<file path="config.mk">
export PLATFORM = sky130hd
export DESIGN_NAME = audio_clip_scheduler_flat
export DESIGN_NICKNAME = d
export VERILOG_FILES = /design/src/rtl/audio_clip_scheduler_pkg.sv /design/src/rtl/audio_clip_scheduler_if.sv /design/src/rtl/audio_clip_scheduler_clip_arbiter.sv /design/src/rtl/audio_clip_scheduler.sv /design/src/flat_wrapper.sv
export SDC_FILE = /design/constraint.sdc
export NUM_CORES = 1
export LEC_CHECK = 0
export ABC_AREA = 1
export ABC_CLOCK_PERIOD_IN_PS = 2700
export CAP_MARGIN = 20
export CORE_ASPECT_RATIO = 1.4
export CORE_MARGIN = 10
export CORE_UTILIZATION = 45
export DETAILED_ROUTE_END_ITERATION = 10
export GPL_ROUTABILITY_DRIVEN = 0
export PLACE_DENSITY = 0.7
export SETUP_SLACK_MARGIN = 0.5
export SLEW_MARGIN = 20
export SYNTH_ARGS = -nofsm -noshare
export SYNTH_HDL_FRONTEND = slang
export SYNTH_SLANG_ARGS = --single-unit
</file>
<file path="constraint.sdc">
create_clock -name DAC_LR_CLK -period 2.7 [get_ports DAC_LR_CLK]
set_input_delay 0.405 -clock DAC_LR_CLK [delete_from_list [all_inputs] [get_ports DAC_LR_CLK]]
set_output_delay 0.405 -clock DAC_LR_CLK [all_outputs]
set_load 0.05 [all_outputs]
</file>
<file path="src/rtl/audio_clip_scheduler_pkg.sv">
// Shared constants, clip table and state encoding for the audio clip scheduler.
package audio_sched_pkg;

  localparam int unsigned NUM_CLIPS = 4;
  localparam int unsigned ADDR_W    = 18;
  localparam int unsigned IDX_W     = (NUM_CLIPS > 1) ? $clog2(NUM_CLIPS) : 1;

  typedef logic [NUM_CLIPS-1:0][ADDR_W-1:0] clip_tbl_t;

  // Clip layout in the audio ROM; start+len never exceeds 2^ADDR_W and len >= 1.
  localparam clip_tbl_t CLIP_START = {ADDR_W'(150000), ADDR_W'(100000),
                                      ADDR_W'(50000),  ADDR_W'(0)};
  localparam clip_tbl_t CLIP_LEN   = {ADDR_W'(50000), ADDR_W'(50000),
                                      ADDR_W'(50000), ADDR_W'(50000)};

  typedef enum logic [1:0] {
    IDLE  = 2'd0,
    START = 2'd1,
    PLAY  = 2'd2,
    GAP   = 2'd3
  } sched_state_e;

endpackage

</file>
<file path="src/rtl/audio_clip_scheduler_if.sv">
// Request/ROM/serializer signal bundle between clip sources and the scheduler.
interface audio_sched_if;
  import audio_sched_pkg::*;

  logic [NUM_CLIPS-1:0] req;
  logic                 abort;
  logic [ADDR_W-1:0]    rom_addr;
  logic                 rom_rden;
  logic                 mute;
  logic                 busy;
  logic [NUM_CLIPS-1:0] grant;
  logic                 clip_done;

  modport master (
    output req, abort,
    input  rom_addr, rom_rden, mute, busy, grant, clip_done
  );

  modport slave (
    input  req, abort,
    output rom_addr, rom_rden, mute, busy, grant, clip_done
  );

endinterface

</file>
<file path="src/rtl/audio_clip_scheduler_clip_arbiter.sv">
// Picks one pending clip: lowest index by default, round-robin from a rotating
// pointer when AUDIO_SCHED_ROUND_ROBIN_EN is defined.
module clip_arbiter
  import audio_sched_pkg::*;
(
`ifdef AUDIO_SCHED_ROUND_ROBIN_EN
  input  logic                 DAC_LR_CLK,
  input  logic                 reset,
  input  logic                 take,
`endif
  input  logic [NUM_CLIPS-1:0] pending,
  output logic [NUM_CLIPS-1:0] grant_c,
  output logic [IDX_W-1:0]     index_c,
  output logic                 valid_c
);

  logic [IDX_W-1:0] base;
  logic [IDX_W-1:0] cand;

`ifdef AUDIO_SCHED_ROUND_ROBIN_EN
  logic [IDX_W-1:0] ptr_q;
  logic [IDX_W-1:0] ptr_d;

  assign base = ptr_q;

  // Pointer moves just past the clip granted this cycle.
  always_comb begin
    ptr_d = ptr_q;
    if (take) begin
      if (index_c == IDX_W'(NUM_CLIPS - 1)) ptr_d = '0;
      else                                  ptr_d = index_c + IDX_W'(1);
    end
  end

  always_ff @(posedge DAC_LR_CLK) begin
    if (!reset) ptr_q <= '0;
    else        ptr_q <= ptr_d;
  end
`else
  assign base = '0;
`endif

  // First pending clip found when scanning upward from base, wrapping.
  always_comb begin
    grant_c = '0;
    index_c = '0;
    valid_c = 1'b0;
    cand    = '0;
    for (int unsigned i = 0; i < NUM_CLIPS; i++) begin
      cand = IDX_W'((32'(base) + i) % NUM_CLIPS);
      if (!valid_c && pending[cand]) begin
        valid_c = 1'b1;
        index_c = cand;
      end
    end
    if (valid_c) grant_c[index_c] = 1'b1;
  end

endmodule

</file>
<file path="src/rtl/audio_clip_scheduler.sv">
// One ROM address per DAC_LR_CLK for the granted clip, with a muted gap between
// clips. Define AUDIO_SCHED_ROUND_ROBIN_EN for round-robin clip arbitration.
module audio_clip_scheduler
  import audio_sched_pkg::*;
#(
  parameter int unsigned GAP_SAMPLES    = 4800,
  parameter int unsigned GAP_W          = 13,
  parameter clip_tbl_t   CLIP_START_TBL = CLIP_START,
  parameter clip_tbl_t   CLIP_LEN_TBL   = CLIP_LEN
) (
  input  logic         DAC_LR_CLK,
  input  logic         reset,
  input  logic         enable,
  audio_sched_if.slave bus
);

  localparam logic [GAP_W-1:0] GAP_LOAD =
    GAP_W'((GAP_SAMPLES > 0) ? GAP_SAMPLES - 1 : 0);

  sched_state_e         state_q,     state_d;
  logic [NUM_CLIPS-1:0] pending_q,   pending_d;
  logic [ADDR_W-1:0]    offset_q,    offset_d;
  logic [ADDR_W-1:0]    rom_addr_q,  rom_addr_d;
  logic                 rom_rden_q,  rom_rden_d;
  logic                 mute_q,      mute_d;
  logic                 busy_q,      busy_d;
  logic [NUM_CLIPS-1:0] grant_q,     grant_d;
  logic [IDX_W-1:0]     idx_q,       idx_d;
  logic                 clip_done_q, clip_done_d;
  logic [GAP_W-1:0]     gap_cnt_q,   gap_cnt_d;

  logic [NUM_CLIPS-1:0] arb_grant;
  logic [IDX_W-1:0]     arb_idx;
  logic                 arb_valid;
  logic                 arb_take;
  logic [NUM_CLIPS-1:0] pend_clear;
  logic                 last_c;
  logic                 stop;

  clip_arbiter u_arb (
`ifdef AUDIO_SCHED_ROUND_ROBIN_EN
    .DAC_LR_CLK (DAC_LR_CLK),
    .reset      (reset),
    .take       (arb_take),
`endif
    .pending    (pending_q),
    .grant_c    (arb_grant),
    .index_c    (arb_idx),
    .valid_c    (arb_valid)
  );

`ifdef AUDIO_SCHED_ROUND_ROBIN_EN
`else
  logic unused_take;
  assign unused_take = arb_take;
`endif

  // Offset of the address currently on rom_addr equals the clip's final sample.
  assign last_c = (offset_q == (CLIP_LEN_TBL[idx_q] - ADDR_W'(1)));

  always_comb begin
    state_d     = state_q;
    offset_d    = offset_q;
    rom_addr_d  = rom_addr_q;
    rom_rden_d  = rom_rden_q;
    mute_d      = mute_q;
    grant_d     = grant_q;
    idx_d       = idx_q;
    clip_done_d = 1'b0;
    gap_cnt_d   = gap_cnt_q;
    pend_clear  = '0;
    arb_take    = 1'b0;
    stop        = 1'b0;

    case (state_q)
      IDLE: begin
        if (enable && arb_valid) begin
          state_d    = START;
          grant_d    = arb_grant;
          idx_d      = arb_idx;
          pend_clear = arb_grant;
          arb_take   = 1'b1;
          offset_d   = '0;
          rom_addr_d = CLIP_START_TBL[arb_idx];
          rom_rden_d = 1'b1;
          mute_d     = 1'b1;
        end
      end
      START, PLAY: begin
        if (bus.abort) begin
          stop = 1'b1;
        end else if (last_c) begin
          stop        = 1'b1;
          clip_done_d = 1'b1;
        end else begin
          state_d    = PLAY;
          offset_d   = offset_q + ADDR_W'(1);
          rom_addr_d = CLIP_START_TBL[idx_q] + offset_d;
          mute_d     = 1'b0;
        end
      end
      GAP: begin
        if (gap_cnt_q == '0) state_d = IDLE;
        else                 gap_cnt_d = gap_cnt_q - GAP_W'(1);
      end
      default: state_d = IDLE;
    endcase

    // Clip ends (normally or aborted): silence, then the gap if one is configured.
    if (stop) begin
      state_d    = (GAP_SAMPLES == 0) ? IDLE : GAP;
      gap_cnt_d  = GAP_LOAD;
      rom_rden_d = 1'b0;
      mute_d     = 1'b1;
      grant_d    = '0;
    end

    // Codec not ready: drop playback immediately but keep queued requests.
    if (!enable) begin
      state_d     = IDLE;
      rom_rden_d  = 1'b0;
      mute_d      = 1'b1;
      grant_d     = '0;
      clip_done_d = 1'b0;
    end

    pending_d = (pending_q & ~pend_clear) | bus.req;
    busy_d    = (state_d != IDLE);
  end

  always_ff @(posedge DAC_LR_CLK) begin
    if (!reset) begin
      state_q     <= IDLE;
      pending_q   <= '0;
      offset_q    <= '0;
      rom_addr_q  <= '0;
      rom_rden_q  <= 1'b0;
      mute_q      <= 1'b1;
      busy_q      <= 1'b0;
      grant_q     <= '0;
      idx_q       <= '0;
      clip_done_q <= 1'b0;
      gap_cnt_q   <= '0;
    end else begin
      state_q     <= state_d;
      pending_q   <= pending_d;
      offset_q    <= offset_d;
      rom_addr_q  <= rom_addr_d;
      rom_rden_q  <= rom_rden_d;
      mute_q      <= mute_d;
      busy_q      <= busy_d;
      grant_q     <= grant_d;
      idx_q       <= idx_d;
      clip_done_q <= clip_done_d;
      gap_cnt_q   <= gap_cnt_d;
    end
  end

  assign bus.rom_addr  = rom_addr_q;
  assign bus.rom_rden  = rom_rden_q;
  assign bus.mute      = mute_q;
  assign bus.busy      = busy_q;
  assign bus.grant     = grant_q;
  assign bus.clip_done = clip_done_q;

endmodule

</file>
<file path="src/flat_wrapper.sv">
// flat-port wrapper written by rule: the top's interface ports become plain ports
module audio_clip_scheduler_flat import audio_sched_pkg::*;
#(
  parameter int unsigned GAP_SAMPLES    = 4800,
  parameter int unsigned GAP_W          = 13,
  parameter clip_tbl_t   CLIP_START_TBL = CLIP_START,
  parameter clip_tbl_t   CLIP_LEN_TBL   = CLIP_LEN
)
  (DAC_LR_CLK, reset, enable, bus_req, bus_abort, bus_rom_addr, bus_rom_rden, bus_mute, bus_busy, bus_grant, bus_clip_done);
  audio_sched_if bus_i ();
  input  logic DAC_LR_CLK;
  input  logic reset;
  input  logic enable;
  input wire logic [$bits(bus_i.req)-1:0] bus_req;
  input wire logic [$bits(bus_i.abort)-1:0] bus_abort;
  output wire logic [$bits(bus_i.rom_addr)-1:0] bus_rom_addr;
  output wire logic [$bits(bus_i.rom_rden)-1:0] bus_rom_rden;
  output wire logic [$bits(bus_i.mute)-1:0] bus_mute;
  output wire logic [$bits(bus_i.busy)-1:0] bus_busy;
  output wire logic [$bits(bus_i.grant)-1:0] bus_grant;
  output wire logic [$bits(bus_i.clip_done)-1:0] bus_clip_done;
  assign bus_i.req = bus_req;
  assign bus_i.abort = bus_abort;
  assign bus_rom_addr = bus_i.rom_addr;
  assign bus_rom_rden = bus_i.rom_rden;
  assign bus_mute = bus_i.mute;
  assign bus_busy = bus_i.busy;
  assign bus_grant = bus_i.grant;
  assign bus_clip_done = bus_i.clip_done;
  audio_clip_scheduler #(.GAP_SAMPLES(GAP_SAMPLES), .GAP_W(GAP_W), .CLIP_START_TBL(CLIP_START_TBL), .CLIP_LEN_TBL(CLIP_LEN_TBL)) u_core (.DAC_LR_CLK(DAC_LR_CLK), .reset(reset), .enable(enable), .bus(bus_i));
endmodule
</file>
**Track usage over the die**

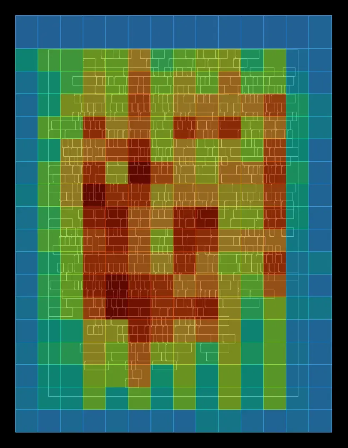
met3 Use GR: 4.207%
met1 GRT Util: 16.43%
M2 GR Usage: 30.36%

**Supply network**

(4 px per um) Pins as bars on the die edge.
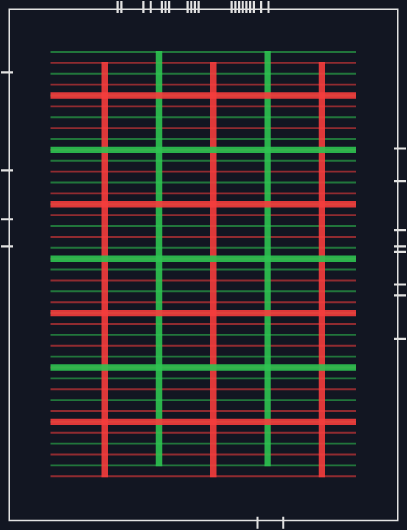
Key: green = VDD; red = VSS
40 met1 rails follow the rows. 5 straps on met4. The core has 39 rows. 34 signal pins sit on the boundary.

**Signal wires on met4**

(3 px per um)
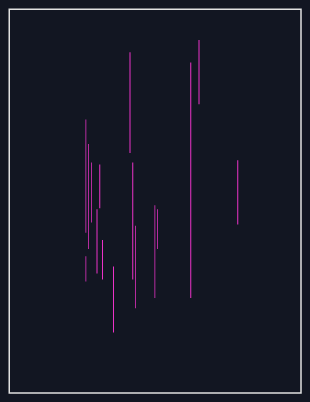
15 nets have wire on it. The longest straight run is 78.2 um.
DR vias: 3,688
routed wire length: 10,720 um

==> results_dict.tcl <==
# metrics dict for downstream scripts
set metrics [dict create \
    status "complete, no violations" \
    cts_inserted_buffers 9 \
    worst_setup_path_end_kind "flop" \
    grt_pass1_vias 3650 \
    ys_warn_count 0 \
    ir_drop_mv 0.4708 \
    dp_slack_ns 0.06895 \
    grt_pass1_wl_um 16970 \
    nFillCells 676 \
    root_buffer "clkbuf_16" \
    fmax_mhz 376.2 \
    fin_cells 689 \
    reg2reg_to "u_core.bus.rom_addr[15]" \
    regArea_mm2 0.001234 \
    n_all_buffers 71 \
    comb_area_mm2 0.002404 \
    via_per_inst 5.353 \
    routed-wl-met2_um 5752 \
    path_clk_slew_ns 0.05 \
    leakage_uw 0.002077 \
    met3_length_um 554 \
    tritoncts "yes" \
    p_seq_share_pct 33.9 \
    antenna_found_initial 0 \
    wl_per_cell_um 15.55 \
    clockBufferDepth 2 \
    ys_sh_aoi_pct 13.76 \
    timing.final.ws_setup_ns 0.04149 \
    cp-start-kind "flop" \
    synth_adder_area_share_pct 8.294 \
    post_cts_buffers 16 \
    hold_slack_ns 0.4579 \
    power.group.top "the clock network" \
    flops 61 \
    die_y_um 127.5 \
    synth_top_area_share_pct 32.91 \
    rsz0062_at_grt "true" \
    worstPathArrival_ns 2.93 \
    p_sw_uw 717.4 \
    highest_layer "met4" \
    crit_fanout 4 \
    num-clock-buffers 10 \
    die_w_um 96.75 \
    grt_usage_pct 16.39 \
    n_tap_cell 102 \
    setup_viol 0 \
    final_antenna_net_count 0 \
    cts_hold_buf 0 \
    p_comb_uw 428 \
    gr-total-overflow 0 \
    fp_nets 548 \
    synth.yosys.seq_area_share_pct 32.91 \
    ys_cells 516 \
    internal-power_uw 2110 \
    busiest_layer "met2" \
    synthArstFlopShare_pct 0 \
    synthCells 516 \
    slew_headroom_pct 64.50 \
    dieArea_mm2 0.01233 \
    io_buffer_count 33 \
    sh_comb_area_pct 47.98 \
    synth_flops 61 \
    hold_path_end "u_core.bus.rom_addr[12]" \
    dpl-instance-area_mm2 0.004182 \
    period_minus_slack_ns 2.659 \
    buf_share_pct 12.59 \
    wl_met1_um 3976 \
    power_uw 2827 \
    crit_type "flop to flop" \
    netlist_logic_family_top "simple AND/OR/NAND/NOR gates" \
    ys_types 43 \
    final_area_mm2 0.005010 \
    cp_cell_sequence "ha_4 > nand2_4 > inv_2 > nand4_1 > buf_6 > nor3_4 > xor2_2 > ha_4 > a21oi_2 > a21boi_2 > nand2_2 > nand3_2 > nand2_4 > nand3_2 > nand2_1 > nand2_1 > nand3_1 > a21oi_1" \
    synth.top_cells.by_area "dfxtp_1, nand2_1, a21oi_1" \
    nNetsFinal 614 \
    hold_start "u_core.bus.rom_addr[12]" \
    crit_path_max_incr_delay_ns 0.37 \
    tool_warnings 36 \
    drv_cap 0 \
    drc 0 \
    diodes 0 \
    top_cell "nand2_1" \
    xor_area_share_pct 5.091 \
    mux_share_pct 0 \
    io_pins 34 \
    synthFlopType "dfxtp_1" \
    setup_tns_ns 0 \
    reg2reg_from "u_core.bus.rom_addr[1]" \
    r2r_cells 18 \
    cp.required_ns 2.97 \
    first_iter_violations 219 \
    switching_share_pct 25.38 \
    seq_share_pct 24.63 \
    logic_gates 376 \
    syn_to_final_growth_pct 35.00 \
    yosys_area_mm2 0.003711 \
    firstDrtPassIters 5 \
    rows 39 \
    hpwlAfterDp_um 7451 \
    synth_area_leader_cell "dfxtp_1" \
    common_cells "nand2_1, dfxtp_1, a21oi_1, inv_1, nor2_1" \
    power_frac_comb_pct 15.1 \
    hold_class "flop to flop" \
    cts_sinks 61 \
    cts_resized 28 \
    cp_slowest_cell "dfxtp_4" \
    largest_register_ffs 18 \
    slew_viol_final 0 \
]
**Routed clock nets over the placement**

(4 px per um)
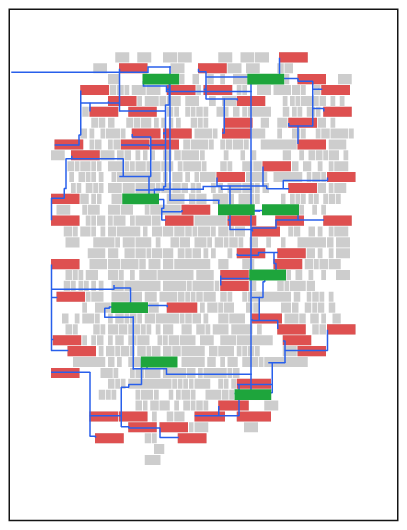
Key: blue = clock wires [length 910 um]; red = flip-flops [count 61]; green = clock-net drivers [count 9]
There are 10 routed clock nets. Position of the flops: all over the die.
Final Skew: 0.004778 ns
clk_lat worst skew: 0.34 ns
Clock Power: 1440 uW
Clock Power Share: 51.0%

**Local utilization**

(2 px per um) The die is cut into 10 by 13 equal tiles; white is low, dark blue is high, 0 to 100% covered.
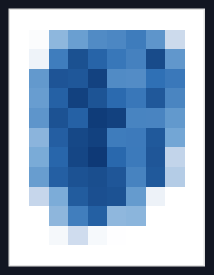
25% of the tiles are over 75% full. The emptiest ninth of the die: lower right. The fullest tile reaches 96%. The mean over all tiles is 40%.
core area: 0.008100 mm^2
FP Core Util: 45.81%
post-layout util: 61.85%

==> kinds of logic after synthesis <==
| group | after synthesis |
|---|---|
| simple gates | 240 |
| xor+xnor | 20 |
| fa+ha+maj | 24 |
| buf+inv | 79 |
| flops | 61 |
| compound gates | 92 |
==> critical path, delay by kind of cell, from the launching register on <==
| kind | cells | cell delay [ns] |
|---|---|---|
| AOI/OAI and AO/OA | 3 | 0.53 |
| xor gates and xnor gates | 1 | 0.22 |
| adders and majority gates | 2 | 0.40 |
| buffers and inverters | 2 | 0.21 |
| DFF | 1 | 0.37 |
| and+or+nand+nor | 10 | 0.86 |
==> placed cells by master (no fill, tap or decap), drive strengths merged, types with 5 or more instances in the layout <==
| cell | synthesis | routed |
|---|---|---|
| a21oi | 61 | 61 |
| a31oi | 11 | 11 |
| buf | 10 | 38 |
| clkbuf | 6 | 10 |
| clkdlybuf4s50 | 0 | 33 |
| dfxtp | 61 | 61 |
| ha | 23 | 23 |
| inv | 62 | 62 |
| nand2 | 132 | 132 |
| nand3 | 24 | 24 |
| nand4 | 15 | 15 |
| nor2 | 54 | 54 |
| nor3 | 5 | 5 |
| o21ai | 12 | 12 |
| xor2 | 15 | 15 |
==> worst max-delay path by stage <==
stage | start | endpoint | slack, ns
floorplan | u_core.bus.rom_addr[1] | u_core.bus.rom_addr[16] | 0.37
global placement | u_core.bus.rom_addr[2] | u_core.bus.rom_addr[15] | 0.10
detailed placement | u_core.bus.rom_addr[2] | u_core.bus.rom_addr[17] | 0.07
CTS | u_core.offset_q[7] | u_core.bus.rom_addr[17] | 0.20
global route | u_core.bus.rom_addr[1] | u_core.bus.rom_addr[17] | -0.09
finish | u_core.bus.rom_addr[1] | u_core.bus.rom_addr[15] | 0.04
Power figures rest on the tool's default switching activity, not on a simulated workload.
